<file path="src/rtl/pipe_stage_reg_pkg.sv">
// ============================================================================
// pipe_stage_reg_pkg : payload layout, occupancy states and slot controls
// Rev 1.0
// ============================================================================
`default_nettype none

package pipe_stage_reg_pkg;

    // Common payload fields shared by the E->M and M->W stage payloads
    localparam int PC_LSB       = 0;
    localparam int PC_W         = 32;
    localparam int ALU_OUT_LSB  = PC_LSB + PC_W;
    localparam int ALU_OUT_W    = 32;
    localparam int RD2_LSB      = ALU_OUT_LSB + ALU_OUT_W;
    localparam int RD2_W        = 32;
    localparam int A3_LSB       = RD2_LSB + RD2_W;
    localparam int A3_W         = 5;
    localparam int HI_LSB       = A3_LSB + A3_W;
    localparam int HI_W         = 32;
    localparam int LO_LSB       = HI_LSB + HI_W;
    localparam int LO_W         = 32;
    localparam int EXC_CODE_LSB = LO_LSB + LO_W;
    localparam int EXC_CODE_W   = 5;
    localparam int BD_LSB       = EXC_CODE_LSB + EXC_CODE_W;
    localparam int BD_W         = 1;
    localparam int CTRL_LSB     = BD_LSB + BD_W;
    localparam int CTRL_W       = 13;

    // EM carries everything; MW drops rd2 once the memory write has happened
    localparam int EM_PAYLOAD_W = CTRL_LSB + CTRL_W;
    localparam int MW_PAYLOAD_W = EM_PAYLOAD_W - RD2_W;

    localparam logic [1:0] OCC_EMPTY = 2'd0;
    localparam logic [1:0] OCC_ONE   = 2'd1;
    localparam logic [1:0] OCC_FULL  = 2'd2;

    typedef struct packed {
        logic load;
        logic clr;
        logic kill;
    } slot_ctrl_t;

    function automatic logic [1:0] occ_of(input logic main_v, input logic skid_v);
        logic [1:0] n;
        n = {1'b0, main_v} + {1'b0, skid_v};
        return n;
    endfunction

endpackage

`default_nettype wire

</file>
<file path="src/rtl/pipe_slot.sv">
// ============================================================================
// pipe_slot : one valid bit plus DW-bit payload with load / clear / kill
// Rev 1.0
// ============================================================================
`default_nettype none

module pipe_slot
    import pipe_stage_reg_pkg::*;
#(
    parameter int DW          = 160,
    parameter int CLR_PAYLOAD = 1
) (
    input  logic          clk,
    input  logic          rst_n,
    input  slot_ctrl_t    ctrl,
    input  logic [DW-1:0] d,
    output logic          valid,
    output logic [DW-1:0] data
);

    logic          valid_d, valid_q;
    logic [DW-1:0] data_d,  data_q;

    // kill dominates load; clr drops only the valid bit
    always_comb begin
        valid_d = valid_q;
        data_d  = data_q;
        if (ctrl.kill) begin
            valid_d = 1'b0;
            if (CLR_PAYLOAD != 0) begin
                data_d = '0;
            end
        end else if (ctrl.load) begin
            valid_d = 1'b1;
            data_d  = d;
        end else if (ctrl.clr) begin
            valid_d = 1'b0;
        end
    end

    always_ff @(posedge clk or negedge rst_n) begin
        if (!rst_n) begin
            valid_q <= 1'b0;
        end else begin
            valid_q <= valid_d;
        end
    end

    generate
        if (CLR_PAYLOAD != 0) begin : g_clr_payload
            always_ff @(posedge clk or negedge rst_n) begin
                if (!rst_n) begin
                    data_q <= '0;
                end else begin
                    data_q <= data_d;
                end
            end
        end else begin : g_keep_payload
            always_ff @(posedge clk) begin
                data_q <= data_d;
            end
        end
    endgenerate

    assign valid = valid_q;
    assign data  = data_q;

endmodule

`default_nettype wire

</file>
<file path="src/rtl/pipe_stage_reg.sv">
// ============================================================================
// pipe_stage_reg : valid/ready pipeline stage register, optional skid slot
// Rev 1.0
// ============================================================================
`default_nettype none

module pipe_stage_reg
    import pipe_stage_reg_pkg::*;
#(
    parameter int DW          = 160,
    parameter int SKID        = 0,
    parameter int CLR_PAYLOAD = 1
) (
    input  logic          clk,
    input  logic          rst_n,
    input  logic          flush,
    input  logic          in_valid,
    output logic          in_ready,
    input  logic [DW-1:0] in_data,
    output logic          out_valid,
    input  logic          out_ready,
    output logic [DW-1:0] out_data,
    output logic [1:0]    occ
);

    logic          accept;
    logic          consume;
    slot_ctrl_t    main_ctrl;
    logic          main_valid;
    logic [DW-1:0] main_data;
    logic [DW-1:0] main_din;

    assign accept  = in_valid & in_ready & ~flush;
    assign consume = out_valid & out_ready;

    pipe_slot #(
        .DW          (DW),
        .CLR_PAYLOAD (CLR_PAYLOAD)
    ) u_main (
        .clk   (clk),
        .rst_n (rst_n),
        .ctrl  (main_ctrl),
        .d     (main_din),
        .valid (main_valid),
        .data  (main_data)
    );

    assign out_valid = main_valid;
    assign out_data  = main_data;

    generate
        if (SKID == 0) begin : g_single
            always_comb begin
                main_ctrl      = '0;
                main_ctrl.kill = flush;
                main_ctrl.load = accept;
                main_ctrl.clr  = consume & ~accept;
            end

            assign main_din = in_data;
            assign in_ready = ~main_valid | out_ready;
            assign occ      = occ_of(main_valid, 1'b0);
        end else begin : g_skid
            slot_ctrl_t    skid_ctrl;
            logic          skid_valid;
            logic [DW-1:0] skid_data;
            logic [1:0]    state;

            pipe_slot #(
                .DW          (DW),
                .CLR_PAYLOAD (CLR_PAYLOAD)
            ) u_skid (
                .clk   (clk),
                .rst_n (rst_n),
                .ctrl  (skid_ctrl),
                .d     (in_data),
                .valid (skid_valid),
                .data  (skid_data)
            );

            // skid is only ever occupied behind a valid main entry
            assign state = occ_of(main_valid, skid_valid);

            always_comb begin
                main_ctrl      = '0;
                skid_ctrl      = '0;
                main_ctrl.kill = flush;
                skid_ctrl.kill = flush;
                case (state)
                    OCC_EMPTY: begin
                        main_ctrl.load = accept;
                    end
                    OCC_ONE: begin
                        if (accept & consume) begin
                            main_ctrl.load = 1'b1;
                        end else if (accept) begin
                            skid_ctrl.load = 1'b1;
                        end else if (consume) begin
                            main_ctrl.clr = 1'b1;
                        end
                    end
                    OCC_FULL: begin
                        if (consume) begin
                            main_ctrl.load = 1'b1;
                            skid_ctrl.clr  = 1'b1;
                        end
                    end
                    default: begin
                        main_ctrl.clr = 1'b1;
                        skid_ctrl.clr = 1'b1;
                    end
                endcase
            end

            assign main_din = (state == OCC_FULL) ? skid_data : in_data;
            assign in_ready = ~skid_valid;
            assign occ      = state;
        end
    endgenerate

endmodule

`default_nettype wire
</file>
<file path="config.mk">
export PLATFORM = sky130hd
export DESIGN_NAME = pipe_stage_reg
export DESIGN_NICKNAME = d
export VERILOG_FILES = /design/src/rtl/pipe_stage_reg_pkg.sv /design/src/rtl/pipe_slot.sv /design/src/rtl/pipe_stage_reg.sv
export SDC_FILE = /design/constraint.sdc
export NUM_CORES = 1
export LEC_CHECK = 0
export CORE_AREA = 2 2 127 129
export CTS_CLUSTER_SIZE = 8
export DETAILED_ROUTE_END_ITERATION = 12
export DIE_AREA = 0 0 129 131
export GPL_TIMING_DRIVEN = 0
export PLACE_DENSITY_LB_ADDON = 0.1
export SKIP_CTS_REPAIR_TIMING = 1
export SLEW_MARGIN = 20
export SYNTH_ARGS = -nofsm -noshare
export SYNTH_HDL_FRONTEND = slang
export SYNTH_HIERARCHICAL = 1
export SYNTH_SLANG_ARGS = --single-unit
</file>
<file path="constraint.sdc">
create_clock -name clk -period 4.1 [get_ports clk]
set_input_delay 0.82 -clock clk [delete_from_list [all_inputs] [get_ports clk]]
set_output_delay 0.82 -clock clk [all_outputs]
set_load 0.02 [all_outputs]
</file>
run_1/metal_density.png
Drawn at 3 px/µm. The die is cut into 26 by 26 equal tiles; black is low, pale yellow is high, scaled to the fullest tile. Values are wire area over tile area, all layers added.
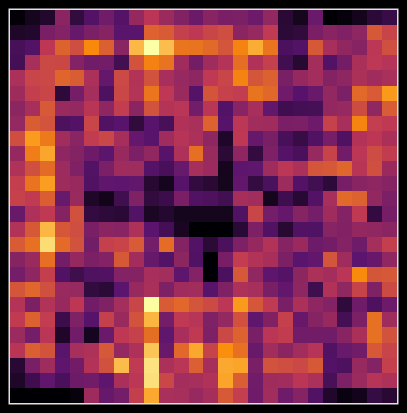
tiles over half the peak: 28%
mean over tiles: 0.19
nearly empty tiles: 1.8%
fullest tile: 0.47
emptiest ninth of the die: centre
routed wirelength normalized by instance count: 17.4 µm
gr usage total: 0.227
total wire length after detailed routing: 19200 µm
count of vias placed by the detailed router: 5202

run_1/clk_routes.png
Drawn at 3 px/µm.
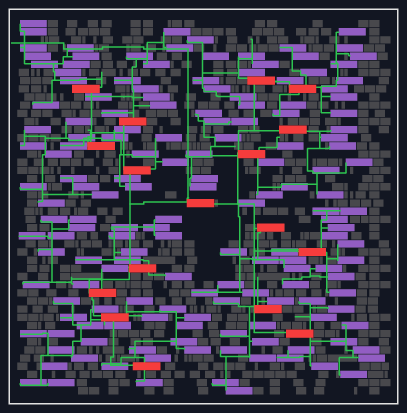
legend:
  purple:
    item: flip-flops
    count: 161
  red:
    item: clock drivers
    count: 17
  green:
    item: clock wires
    length: 1890 µm
routed clock nets: 18
flops lie: spread over the die
clock share of power: 0.401
clock latency at the later pin of the worst-skew pair: 0.42 ns
worst clock skew: 0.00533 ns
power in the clock group: 1620 µW

run_1/clocks.png
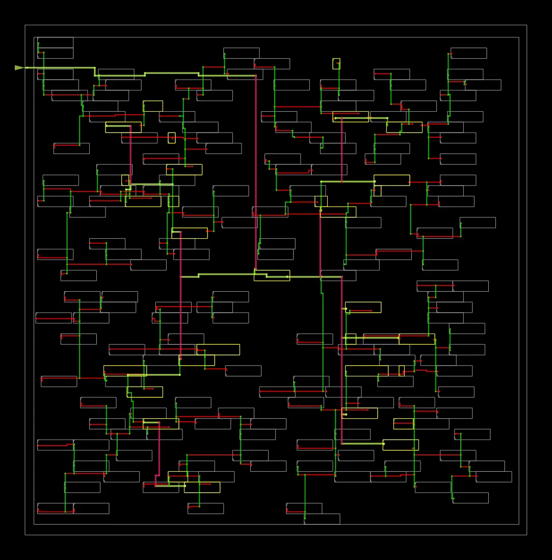
number of sequential cells in the layout: 161
clock sink count: 161
tally of clock buffers in the finished layout: 21
clock buffer count from CTS: 17

==> reports/highlights.md, run 1 <==
* **cell total after placement** 1071
* **Post-Route Utilization** 0.688
* **top-area cell type share of the netlist area** 0.615
* **total I/O pin count** 329
* **Residual DRC** 0
* **final weighted congestion in routability-driven placement** 0.775
* **DP Wirelength** 14700 µm
* **Leakage Power** 0.00471 µW
* **Die Span Y** 131 µm
* **critical path startpoint category** primary input
* **Worst R2R Path Depth** 7
* **final-stage net count** 1039
* **Post-synth top cells** sky130_fd_sc_hd__dfrtp_1 (161), sky130_fd_sc_hd__mux2i_1 (160), sky130_fd_sc_hd__nor2_1 (160)
* **cell count in the Yosys report** 527
* **antenna-violating nets left** 0
* **max reg flops** 160
* **placement-stage worst setup slack** 1.17 ns
* **area post-placement** 0.0101 mm²
* **floorplan row count** 46
* **proportion of power drawn by combinational gates** 0.174
* **worst hold path type** in -> async
* **Post-Route Setup TNS** 0 ns
* **Final Max Tran Viols** 0
* **via count of the first global-routing pass** 5454
* **Syn-to-layout area delta** 63.8%
* **via density per instance** 4.72
* **clock slew at reported path FFs** 0.06 ns
* **total number of H-tree levels** 4
* **Synth top cell by count** sky130_fd_sc_hd__dfrtp_1
* **maximum ir drop on the vdd rail** 250 µV
* **Critical Path Source** out_ready
* **number of antenna violations at the first check in global routing** 0
* **Reg2Reg Launch Point** u_main/valid$_DFFE_PN0P_
* **flip-flop and latch count after synthesis** 161
* **yosys warns** 6
* **total global routing overflow** 0
* **outcome** completed
* **tool warnings** 26
## run 1: cell families after synthesis
kind of cell / Yosys count
simple gates: 165
compound gates: 1
mux: 160
other cells: 1
flops: 161
buf+inv: 39
## run 1: per-layer routing
metal / share of wire / wire length [µm]
met5: 0 / 0
met4: 0.031 / 599
met3: 0.073 / 1410
met2: 0.50 / 9670
met1: 0.39 / 7510
## run 1: placed cells by master (no fill, tap or decap)
cell                              Yosys  layout
sky130_fd_sc_hd__buf_1                2       2
sky130_fd_sc_hd__buf_2                4       4
sky130_fd_sc_hd__bufinv_16            0       3
sky130_fd_sc_hd__nand2b_4             2       2
sky130_fd_sc_hd__nor2_1             160     160
sky130_fd_sc_hd__mux2i_1            160     160
sky130_fd_sc_hd__a21oi_1              1       1
sky130_fd_sc_hd__nor2b_1              1       1
sky130_fd_sc_hd__clkbuf_8             0       3
sky130_fd_sc_hd__clkbuf_1            12      13
sky130_fd_sc_hd__conb_1               1       1
sky130_fd_sc_hd__clkdlybuf4s50_1      0     326
sky130_fd_sc_hd__buf_16               0       1
sky130_fd_sc_hd__clkbuf_16            0      17
sky130_fd_sc_hd__inv_1                1       1
sky130_fd_sc_hd__clkinv_2             0       4
sky130_fd_sc_hd__nand2b_1             1       1
sky130_fd_sc_hd__buf_6               10      10
sky130_fd_sc_hd__clkinv_4             0       1
sky130_fd_sc_hd__clkinvlp_4           0       2
sky130_fd_sc_hd__dfrtp_1            161     161
sky130_fd_sc_hd__and3_1               1       1
sky130_fd_sc_hd__buf_4               10      10
sky130_fd_sc_hd__buf_8                0       1
## Run 2: what changed since run 1
--- a/config.mk
+++ b/config.mk
@@ -5,10 +5,9 @@
 export SDC_FILE = /design/constraint.sdc
 export NUM_CORES = 1
 export LEC_CHECK = 0
-export CORE_AREA = 2 2 127 129
+export CORE_UTILIZATION = 40
 export CTS_CLUSTER_SIZE = 8
 export DETAILED_ROUTE_END_ITERATION = 12
-export DIE_AREA = 0 0 129 131
 export GPL_TIMING_DRIVEN = 0
 export PLACE_DENSITY_LB_ADDON = 0.1
 export SKIP_CTS_REPAIR_TIMING = 1
==> constraint.sdc (replaced) <==
create_clock -name clk -period 3.1 [get_ports clk]
set_input_delay 0.62 -clock clk [delete_from_list [all_inputs] [get_ports clk]]
set_output_delay 0.62 -clock clk [all_outputs]
set_load 0.02 [all_outputs]
==> run 2 against run 1 <==
Combinational power up 32%. Sequential cell count unchanged. Core utilization down 1.5 points. Register-to-register slack got worse by 1.0 ns.
==> reports/highlights.md, run 2 <==
* **WL met2** 9480 µm
* **total global routing overflow** 0
* **clock latency at the later pin of the worst-skew pair** 0.42 ns
* **max reg flops** 160
* **via density per instance** 4.75
* **post-synthesis mux area share** 0.245
* **final weighted congestion in routability-driven placement** 0.802
* **tool warnings** 26
* **total I/O pin count** 329
* **clock share of power** 0.411
* **worst hold path type** in -> async
* **DRT met1 WL** 7160 µm
* **placement-stage worst setup slack** 0.635 ns
* **via count of the first global-routing pass** 5349
* **routed wirelength normalized by instance count** 17.2 µm
* **clock slew at reported path FFs** 0.06 ns
* **clock sink count** 161
* **total number of H-tree levels** 4
* **floorplan row count** 46
* **yosys warns** 6
* **Post-synth top cells** sky130_fd_sc_hd__dfrtp_1 (161), sky130_fd_sc_hd__mux2i_1 (160), sky130_fd_sc_hd__nor2_1 (160)
* **outcome** completed
* **Final Max Tran Viols** 0
* **Reg2Reg Launch Point** u_main/valid$_DFFE_PN0P_
* **worst-margin pin slew** 0.626 ns
* **flip-flop and latch count after synthesis** 161
* **DP Wirelength** 14400 µm
* **maximum ir drop on the vdd rail** 350 µV
* **proportion of power drawn by combinational gates** 0.171
* **highest-count cells in the layout ignoring fill and taps** sky130_fd_sc_hd__clkdlybuf4s50_1 (326), sky130_fd_sc_hd__dfrtp_1 (161), sky130_fd_sc_hd__mux2i_1 (160), sky130_fd_sc_hd__nor2_1 (160), sky130_fd_sc_hd__clkbuf_16 (17)
* **area post-placement** 0.0101 mm²
* **uppermost layer routed** met4
* **cell count in the Yosys report** 527
* **Leakage Power** 0.00471 µW
* **number of antenna violations at the first check in global routing** 0
* **Synth top cell by count** sky130_fd_sc_hd__dfrtp_1
* **Die Span Y** 130 µm
* **Detail Route met3 WL** 1670 µm
* **Worst R2R Path Depth** 7
* **clock buffer count from CTS** 17
* **final-stage net count** 1039
* **Residual DRC** 0
* **Syn-to-layout area delta** 63.9%
* **critical path startpoint category** primary input
[run 2: cell counts after synthesis]
Identical to the previous run, type by type.
[run 2: area by class of cell]
class	count	area, µm²
plain buffers	38	260
clock buffers	21	450
clock inverters	7	160
fillers	1223	5210
inverters	1	3.75
multi-input cells	327	2260
flip-flops and latches	161	4030
well taps	216	270
repair buffers	328	3310
[run 2: worst max-delay path, cell delays in order]
cell and delay (ns):
sky130_fd_sc_hd__clkdlybuf4s50_1 0.47, sky130_fd_sc_hd__nand2b_4 0.13, sky130_fd_sc_hd__clkdlybuf4s50_1 0.63
[run 2: how the worst max path moves through the flow]
stage	end	from
floorplan	u_main/data[100]$_DFFE_PN0P_	out_ready
global placement	u_main/data[136]$_DFFE_PN0P_	rst_n
detailed placement	in_ready	out_ready
CTS	in_ready	out_ready
global route	in_ready	out_ready
finish	in_ready	out_ready
[run 2: through the flow]
| step | setup TNS [ns] | std cells | total power, µW | utilization |
|---|---|---|---|---|
| after floorplan | 0 | 527 | 2690 | - |
| after global placement | -783.87 | 1070 | 3200 | 0.633 |
| after detailed placement | 0 | 1071 | 3230 | 0.635 |
| after CTS | 0 | 1099 | 5460 | 0.673 |
| after global routing | 0 | 1099 | 5620 | 0.673 |
| final | 0 | 1099 | 5400 | 0.673 |
[run 2: cell families after synthesis]
| family | count (synthesis) |
|---|---|
| flops | 161 |
| simple gates | 165 |
| mux | 160 |
| other cells | 1 |
| buf+inv | 39 |
| compound gates | 1 |
[run 2: power by group through the flow]
stage | sequential [µW] | combinational (µW) | clock [µW]
after floorplan | 2420 | 272 | 0
after global placement | 2290 | 912 | 0
after detailed placement | 2290 | 934 | 0
after CTS | 2260 | 938 | 2260
after global routing | 2270 | 992 | 2360
final | 2260 | 926 | 2220
run_2/clocks.png
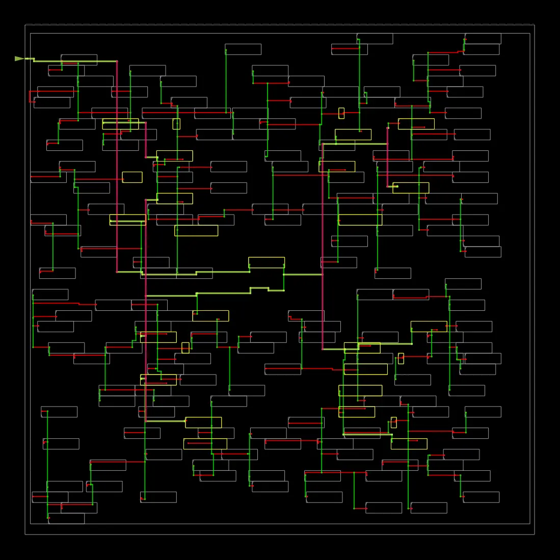
power in the clock group: 2220 µW
worst clock skew: 0.00711 ns

run_2/layer_met3.png
Drawn at 4 px/µm.
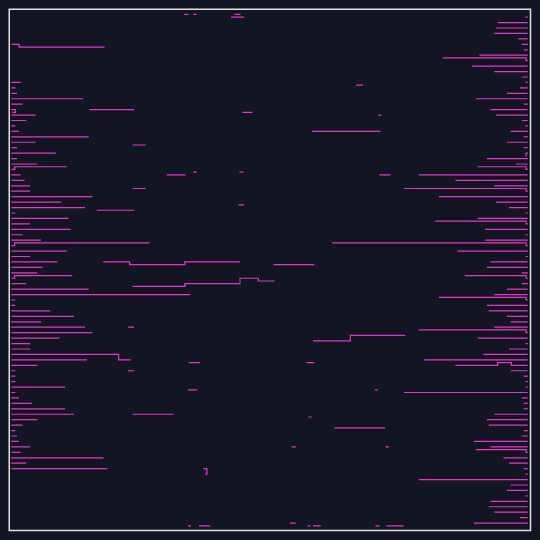
wire length on this layer: 1670 µm
share of all routed wire: 8.8%
nets with wire on the layer: 182
longest straight run: 48.3 µm
main direction: horizontal
total wire length after detailed routing: 18900 µm
met3 Track Usage GR: 0.0779
count of vias placed by the detailed router: 5223

Power and IR drop assume default switching activity.
